--- src/rtl/mcdf_ctrl_regs_if.sv ---
`default_nettype none
// ============================================================================
// Module   : mcdf_ctrl_regs_if
// Brief    : Command bus between the MCDF register initiator and responder.
// Revision : 1.0 - initial release
// ============================================================================
interface mcdf_ctrl_regs_if #(
   parameter int ADDR_WIDTH = 8,
   parameter int DATA_WIDTH = 32
);
   logic [1:0]            cmd;
   logic [ADDR_WIDTH-1:0] cmd_addr;
   logic [DATA_WIDTH-1:0] cmd_data_w;
   logic [DATA_WIDTH-1:0] cmd_data_r;

   modport master (
      output cmd,
      output cmd_addr,
      output cmd_data_w,
      input  cmd_data_r
   );

   modport slave (
      input  cmd,
      input  cmd_addr,
      input  cmd_data_w,
      output cmd_data_r
   );
endinterface
`default_nettype wire

--- src/rtl/mcdf_ctrl_regs.sv ---
`default_nettype none
// ============================================================================
// Module   : mcdf_ctrl_regs
// Brief    : MCDF control/status register file with sticky W1C error register.
// Revision : 1.0 - initial release
// ============================================================================
module mcdf_ctrl_regs #(
   parameter int ADDR_WIDTH = 8,
   parameter int DATA_WIDTH = 32
) (
   input  wire logic        clk,
   input  wire logic        rstn,
   mcdf_ctrl_regs_if.slave  bus,
   input  wire logic [7:0]  slv0_avail,
   input  wire logic [7:0]  slv1_avail,
   input  wire logic [7:0]  slv2_avail,
   output logic      [2:0]  slv0_len,
   output logic      [2:0]  slv1_len,
   output logic      [2:0]  slv2_len,
   output logic      [1:0]  slv0_prio,
   output logic      [1:0]  slv1_prio,
   output logic      [1:0]  slv2_prio,
   output logic             slv0_en,
   output logic             slv1_en,
   output logic             slv2_en,
   output logic             err_irq
);

   localparam logic [1:0] c_cmd_rd  = 2'b01;
   localparam logic [1:0] c_cmd_wr  = 2'b10;
   localparam logic [1:0] c_cmd_rsv = 2'b11;

   localparam logic [ADDR_WIDTH-1:0] c_addr_ctrl0 = ADDR_WIDTH'('h00);
   localparam logic [ADDR_WIDTH-1:0] c_addr_ctrl1 = ADDR_WIDTH'('h04);
   localparam logic [ADDR_WIDTH-1:0] c_addr_ctrl2 = ADDR_WIDTH'('h08);
   localparam logic [ADDR_WIDTH-1:0] c_addr_stat0 = ADDR_WIDTH'('h10);
   localparam logic [ADDR_WIDTH-1:0] c_addr_stat1 = ADDR_WIDTH'('h14);
   localparam logic [ADDR_WIDTH-1:0] c_addr_stat2 = ADDR_WIDTH'('h18);
   localparam logic [ADDR_WIDTH-1:0] c_addr_err   = ADDR_WIDTH'('h20);

   localparam logic [5:0] c_ctrl_rst = 6'h07;

   logic [2:0][5:0]       r_ctrl;
   logic [3:0]            r_err;
   logic                  r_err_irq;
   logic [DATA_WIDTH-1:0] r_data_r;

   logic                  w_rd;
   logic                  w_wr;
   logic                  w_rsv;
   logic [2:0]            w_sel_ctrl;
   logic [2:0]            w_sel_stat;
   logic                  w_sel_err;
   logic                  w_mapped;
   logic [2:0][7:0]       w_avail;
   logic [DATA_WIDTH-1:0] w_rdata;
   logic [3:0]            w_err_set;
   logic [3:0]            w_err_clr;
   logic [3:0]            w_err_nxt;
   logic                  w_unused_wdata;

   assign w_avail = {slv2_avail, slv1_avail, slv0_avail};

   // Full-width compares make any unaligned address fall through as unmapped.
   always_comb begin
      w_rd          = (bus.cmd == c_cmd_rd);
      w_wr          = (bus.cmd == c_cmd_wr);
      w_rsv         = (bus.cmd == c_cmd_rsv);
      w_sel_ctrl[0] = (bus.cmd_addr == c_addr_ctrl0);
      w_sel_ctrl[1] = (bus.cmd_addr == c_addr_ctrl1);
      w_sel_ctrl[2] = (bus.cmd_addr == c_addr_ctrl2);
      w_sel_stat[0] = (bus.cmd_addr == c_addr_stat0);
      w_sel_stat[1] = (bus.cmd_addr == c_addr_stat1);
      w_sel_stat[2] = (bus.cmd_addr == c_addr_stat2);
      w_sel_err     = (bus.cmd_addr == c_addr_err);
      w_mapped      = (|w_sel_ctrl) | (|w_sel_stat) | w_sel_err;
   end

   always_comb begin
      w_rdata = '0;
      for (int i = 0; i < 3; i++) begin
         if (w_sel_ctrl[i]) w_rdata = DATA_WIDTH'(r_ctrl[i]);
         if (w_sel_stat[i]) w_rdata = DATA_WIDTH'(w_avail[i]);
      end
      if (w_sel_err) w_rdata = DATA_WIDTH'(r_err);
   end

   // Sets are OR-ed in after the clear so a same-edge set always wins.
   always_comb begin
      w_err_set = {w_rsv,
                   w_wr & (|w_sel_stat),
                   w_wr & ~w_mapped,
                   w_rd & ~w_mapped};
      w_err_clr = (w_wr && w_sel_err) ? bus.cmd_data_w[3:0] : 4'h0;
      w_err_nxt = (r_err & ~w_err_clr) | w_err_set;
   end

   always_ff @(posedge clk) begin
      if (rstn) begin
         r_ctrl    <= {3{c_ctrl_rst}};
         r_err     <= 4'h0;
         r_err_irq <= 1'b0;
         r_data_r  <= '0;
      end else begin
         for (int i = 0; i < 3; i++) begin
            if (w_wr && w_sel_ctrl[i]) r_ctrl[i] <= bus.cmd_data_w[5:0];
         end
         r_err     <= w_err_nxt;
         r_err_irq <= |w_err_nxt;
         r_data_r  <= w_rd ? w_rdata : '0;
      end
   end

   assign w_unused_wdata = ^bus.cmd_data_w[DATA_WIDTH-1:6];

   assign bus.cmd_data_r = r_data_r;
   assign err_irq        = r_err_irq;

   assign slv0_en   = r_ctrl[0][0];
   assign slv0_prio = r_ctrl[0][2:1];
   assign slv0_len  = r_ctrl[0][5:3];
   assign slv1_en   = r_ctrl[1][0];
   assign slv1_prio = r_ctrl[1][2:1];
   assign slv1_len  = r_ctrl[1][5:3];
   assign slv2_en   = r_ctrl[2][0];
   assign slv2_prio = r_ctrl[2][2:1];
   assign slv2_len  = r_ctrl[2][5:3];

endmodule
`default_nettype wire
--- src/flat_wrapper.sv ---
// flat-port wrapper written by rule: the top's interface ports become plain ports
module mcdf_ctrl_regs_flat 
#(
   parameter int ADDR_WIDTH = 8,
   parameter int DATA_WIDTH = 32
)
  (clk, rstn, slv0_avail, slv1_avail, slv2_avail, slv0_len, slv1_len, slv2_len, slv0_prio, slv1_prio, slv2_prio, slv0_en, slv1_en, slv2_en, err_irq, bus_cmd, bus_cmd_addr, bus_cmd_data_w, bus_cmd_data_r);
  mcdf_ctrl_regs_if #(.ADDR_WIDTH(ADDR_WIDTH), .DATA_WIDTH(DATA_WIDTH)) bus_i ();
  input  wire logic clk;
  input  wire logic rstn;
  input  wire logic [7:0] slv0_avail;
  input  wire logic [7:0] slv1_avail;
  input  wire logic [7:0] slv2_avail;
  output logic      [2:0] slv0_len;
  output logic      [2:0] slv1_len;
  output logic      [2:0] slv2_len;
  output logic      [1:0] slv0_prio;
  output logic      [1:0] slv1_prio;
  output logic      [1:0] slv2_prio;
  output logic slv0_en;
  output logic slv1_en;
  output logic slv2_en;
  output logic err_irq;
  input wire logic [$bits(bus_i.cmd)-1:0] bus_cmd;
  input wire logic [$bits(bus_i.cmd_addr)-1:0] bus_cmd_addr;
  input wire logic [$bits(bus_i.cmd_data_w)-1:0] bus_cmd_data_w;
  output wire logic [$bits(bus_i.cmd_data_r)-1:0] bus_cmd_data_r;
  assign bus_i.cmd = bus_cmd;
  assign bus_i.cmd_addr = bus_cmd_addr;
  assign bus_i.cmd_data_w = bus_cmd_data_w;
  assign bus_cmd_data_r = bus_i.cmd_data_r;
  mcdf_ctrl_regs #(.ADDR_WIDTH(ADDR_WIDTH), .DATA_WIDTH(DATA_WIDTH)) u_core (.clk(clk), .rstn(rstn), .bus(bus_i), .slv0_avail(slv0_avail), .slv1_avail(slv1_avail), .slv2_avail(slv2_avail), .slv0_len(slv0_len), .slv1_len(slv1_len), .slv2_len(slv2_len), .slv0_prio(slv0_prio), .slv1_prio(slv1_prio), .slv2_prio(slv2_prio), .slv0_en(slv0_en), .slv1_en(slv1_en), .slv2_en(slv2_en), .err_irq(err_irq));
endmodule
--- config.mk ---
export PLATFORM = sky130hd
export DESIGN_NAME = mcdf_ctrl_regs_flat
export DESIGN_NICKNAME = d
export VERILOG_FILES = /design/src/rtl/mcdf_ctrl_regs_if.sv /design/src/rtl/mcdf_ctrl_regs.sv /design/src/flat_wrapper.sv
export SDC_FILE = /design/constraint.sdc
export NUM_CORES = 1
export LEC_CHECK = 0
export CAP_MARGIN = 30
export CELL_PAD_IN_SITES_DETAIL_PLACEMENT = 1
export CELL_PAD_IN_SITES_GLOBAL_PLACEMENT = 2
export CORE_AREA = 2 2 101 103
export CTS_CLUSTER_SIZE = 28
export DETAILED_ROUTE_END_ITERATION = 10
export DIE_AREA = 0 0 103 105
export MAX_ROUTING_LAYER = met4
export PLACE_DENSITY_LB_ADDON = 0.1
export SLEW_MARGIN = 20
export SYNTH_ARGS = -nofsm -noshare
export SYNTH_HDL_FRONTEND = slang
export SYNTH_SLANG_ARGS = --single-unit
--- constraint.sdc ---
create_clock -name clk -period 2.4 [get_ports clk]
set_input_delay 0.6 -clock clk [delete_from_list [all_inputs] [get_ports clk]]
set_output_delay 0.6 -clock clk [all_outputs]
set_load 0.03 [all_outputs]
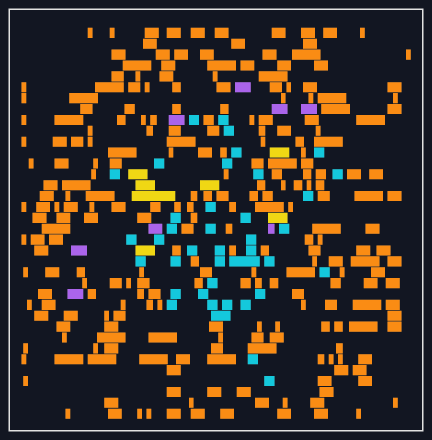
**Above:** cell sizes after repair.
(4 px per micron)
legend:
  x1 and smaller:
    color: orange
    cells: 250
    most_used: clkdlybuf4s50_1
  x2:
    color: purple
    cells: 8
    most_used: mux2_2
  x6 and larger:
    color: yellow
    cells: 7
    most_used: clkbuf_8
  x3 and x4:
    color: cyan
    cells: 40
    most_used: buf_4
Non-CTS buffers: 106
Area Growth Syn to Fin: 61.0%

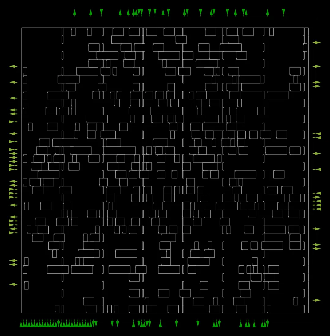
**Above:** placement view.
Fillers: 1,146
Tapcells: 133
final core utilization: 29.9%
core area: 0.00964 sq mm

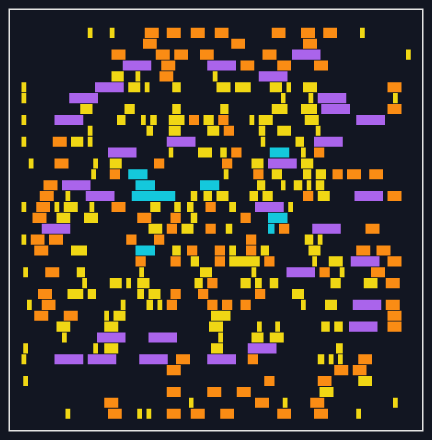
**Above:** cell classes on the final placement.
(4 px per micron)
legend:
  remaining logic cells:
    color: yellow
    cells: 160
  remaining buffers and delay cells:
    color: orange
    cells: 106
  registers:
    color: purple
    cells: 31
  clock drivers and dummy loads:
    color: cyan
    cells: 8

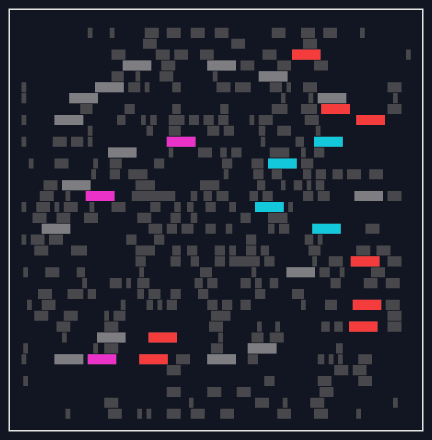
**Above:** where the registers sit.
(4 px per micron) Other sequential cells in the stronger gray, the rest of the logic in the fainter gray.
legend:
  u_core.slv1_len:
    color: magenta
    placed_flops: 3
  u_core.bus.cmd_data_r:
    color: red
    placed_flops: 8
  u_core.r_err:
    color: cyan
    placed_flops: 4
not colored: 16
Seq power: 0.000522 W
Flop area: 621 sq um
flop share of the area: 21.5%

==> Changelog: implementation <==
## Implementation

* Outcome: complete, no violations
* Leakage at between 1 and 1.5 nW
* R2R depth at 4
* Yosys aoi share at about 18%
* Crit start category: input port
* Nets at between 300 and 400
* CTS H-tree depth at 2
* Max-cap violation count at 0
* Yosys stat cell total at 203
* Top Usage Layer GRT: met2
* Met2 Use GR at a little over a fifth
* Mux frac, synth at 11.0%
* Length of the first detailed-routing pass in iterations at 4
* ANT cells at 0
* Final worst setup slack at 137 ps
* Top cells by count, synth: dfxtp_1, nor2_1, buf_4, mux2i_1, a211o_1
* Ys flop type: dfxtp_1
* Clk buf depth at 2
* Crit path time final at about 2300 ps
* DIE WIDTH at slightly above 100 microns
* Fraction of layout cells with a size suffix above 1 at 18.0%
* Routed vias/inst at 4.07
* Resize count post-CTS at 0
* Worst r2r dst: u_core.bus.cmd_data_r[0]
* Worst r2r src: u_core.slv0_en
* Final worst-path cycle share at between 90% and 100%
* First-pass GRT wire length at around 11,000 microns
* Post-Synth XOR/XNOR Area at 0%
* Total Wirelength at between 6000 and 7000 microns
* Yosys top cell by area: dfxtp_1
* Setup Crit Path Kind: input port to register
* Synth cell types at about 43
* Simple share at a little over a fifth
* Adder-cell share of the synthesized area at 0%
* CTS tree: built
* Sw Ratio at 26.9%
* GRT met3 Usage at under 10%
* Synthesized flop and latch total at 31
* Pre-CTS setup slack at -170 ps
* Hold buffers post-CTS at 0
* Yosys warns at 0
* Mapped cell area at between 0.0015 and 0.002 sq mm
* Drt wl/cell at ~15 microns
* Pre-Place Util at around 19%
* Synth area leaders: dfxtp_1, buf_4, mux2i_1, nor2_1, a211o_1
* CP max FO at 4
* Worst EP arrival at approximately 2400 ps
* Top-area cell share at between 30% and 40%
* Synthesized instance count at roughly 200
* Number of synthesized flops with an enable pin at 0
* Latency at later pin at 280 ps
* Slew headroom at between 60 and 70%
* Most common cell in the netlist: dfxtp_1
* Hold_ws at between 400 and 500 ps
* Number of port buffers at around 68
* Global Route Usage Sum at 13.2%
* Worst hold path class: register to register
* Die Area at roughly 0.011 sq mm
* Vias in the first global route at 1,898
* Clock power share at just over 40%
* Worst path max stage delay at 630 ps
* Pin count of the biggest net entering global routing at 24
* Post-DRT Antenna Nets at 0
* Net Sw Power at approximately 0.00036 W
* I/O pins at ~120
* Int Power at ~0.00097 W
* Combinational Power Share at 19.4%
* Fin. max-slew vios at 0
* Max VDD drop at roughly 0.00034 V
* Residual DRC at 0
* M1 GR Usage at 16.9%
* Final hold vios at 0
* R2R Setup Slk at between 1000 and 1500 ps
* Syn Area/Cell at between 8 and 9 sq um
* GRT overflow at 0
* OpenROAD warning count at 52
* Area figure in the yosys stat output at 0.00179 sq mm
* Post-CTS setup buffer count at 0
* Post-synth ARST share at 0%
* Fmax at between 400 and 500 MHz
* Final setup TNS at 0 ps
* PD cells at around 460 mW/mm^2
* Cts bufs inserted at 5
* Sequential power share at about 39%
* CP Cell Sequence: clkdlybuf4s50_1, or4b_1, o22ai_1, a2111oi_0, buf_4, a221o_1
* Routability congestion estimate at between 0.7 and 0.8
* Final setup vio count at 0
* Critical-path top delay cell: or4b_1
* RSZ-0062 raised after global routing: false
* Clk sinks at 31
* Clock transition at path regs at ~80 ps
* Setup crit end: u_core.bus.cmd_data_r[1]
* Clock skew at around 4 ps
* DR vias at between 1,500 and 2,000
* Footprint of the multi-input gates at 987 sq um
* Crit path launch: bus_cmd_addr[0]
* Starting DRT DRC Count at between 40 and 50
* Post-DP HPWL at around 5400 microns
* Synth logic family: simple AND/OR/NAND/NOR gates
* Post-synth seq share at a little over a third
* # rows at 36
* Req. time, crit path at approximately 2600 ps
* DIE HEIGHT at around 110 microns
* Clock root buffer: clkbuf_8
* CP endpoint kind: register
* Worst Tran Pin Value at 510 ps
* Initial antenna violation count at 0
[cells by family (layout without fill, tap and decap cells)]
logic type / Yosys count / in the layout
simple gates: 69 / 69
compound gates: 42 / 42
mux: 19 / 19
buf+inv: 41 / 120
flops: 31 / 31
other cells: 1 / 24
[worst max-delay path, delay by kind of cell]
family | cells | cell delay (ps)
buffers and inverters | 2 | 650
AND/OR/NAND/NOR | 1 | 630
AND-OR/OR-AND | 3 | 560
[cells in the final DEF (no fill, tap or decap), types with 6 or more instances in the layout]
| master | instances |
|---|---|
| nand2_1 | 6 |
| buf_4 | 38 |
| a211o_1 | 10 |
| conb_1 | 24 |
| mux2i_1 | 13 |
| nor3_1 | 7 |
| clkbuf_8 | 6 |
| mux2_2 | 6 |
| inv_1 | 6 |
| nor2_1 | 29 |
| clkdlybuf4s50_1 | 68 |
| dfxtp_1 | 31 |
[registers in the layout (all words and copies together), names as in the netlist]
signal and count:
u_core.bus.cmd_data_r 8, u_core.slv1_en 1, u_core.slv0_prio 2, u_core.slv2_len 3
u_core.slv0_en 1, u_core.r_err 4, u_core.slv0_len 3, u_core.err_irq 1
u_core.slv1_prio 2, u_core.slv1_len 3, u_core.slv2_prio 2, u_core.slv2_en 1
[how the worst min path moves through the flow]
stage	end	cells after the start	startpoint
floorplan	u_core.bus.cmd_data_r[2]	1	u_core.r_err[2]
global placement	u_core.slv0_en	1	u_core.slv0_en
detailed placement	u_core.bus.cmd_data_r[2]	1	u_core.r_err[2]
CTS	u_core.bus.cmd_data_r[2]	1	u_core.r_err[2]
global route	u_core.slv0_en	1	u_core.slv0_en
finish	u_core.bus.cmd_data_r[2]	1	u_core.r_err[2]
[final cells by class]
| class | instances | share of cell area (%) |
|---|---|---|
| sequential | 31 | 21.5 |
| inverter | 6 | 0.782 |
| tap | 133 | 5.78 |
| timing repair buffer | 106 | 33.5 |
| clock buffer | 6 | 2.87 |
| clock inverter | 2 | 1.22 |
| multi-input combinational | 154 | 34.3 |
[per-stage QoR]
stage	total power [W]	instances	util, %	instance area (sq um)
6_report	0.00133	438	29.9	2880
3_3_place_gp	0.000795	430	28.7	2760
4_1_cts	0.00136	438	29.9	2880
5_1_grt	0.00140	438	29.9	2880
2_1_floorplan	0.000690	226	-	1880
3_5_place_dp	0.000794	430	28.7	2760
[power groups by stage]
stage	registers [W]	clock network, W	logic (W)
floorplan	0.000538	0	0.000152
global placement	0.000534	0	0.000261
detailed placement	0.000534	0	0.000260
CTS	0.000522	0.000576	0.000261
global route	0.000523	0.000600	0.000279
finish	0.000522	0.000553	0.000258
[per-layer routing]
metal	wire length [microns]	share of wire, %
met1	3180	47
met4	35	0.52
met5	0	0
met2	3240	48
met3	298	4.4
Power and IR drop assume default switching activity.
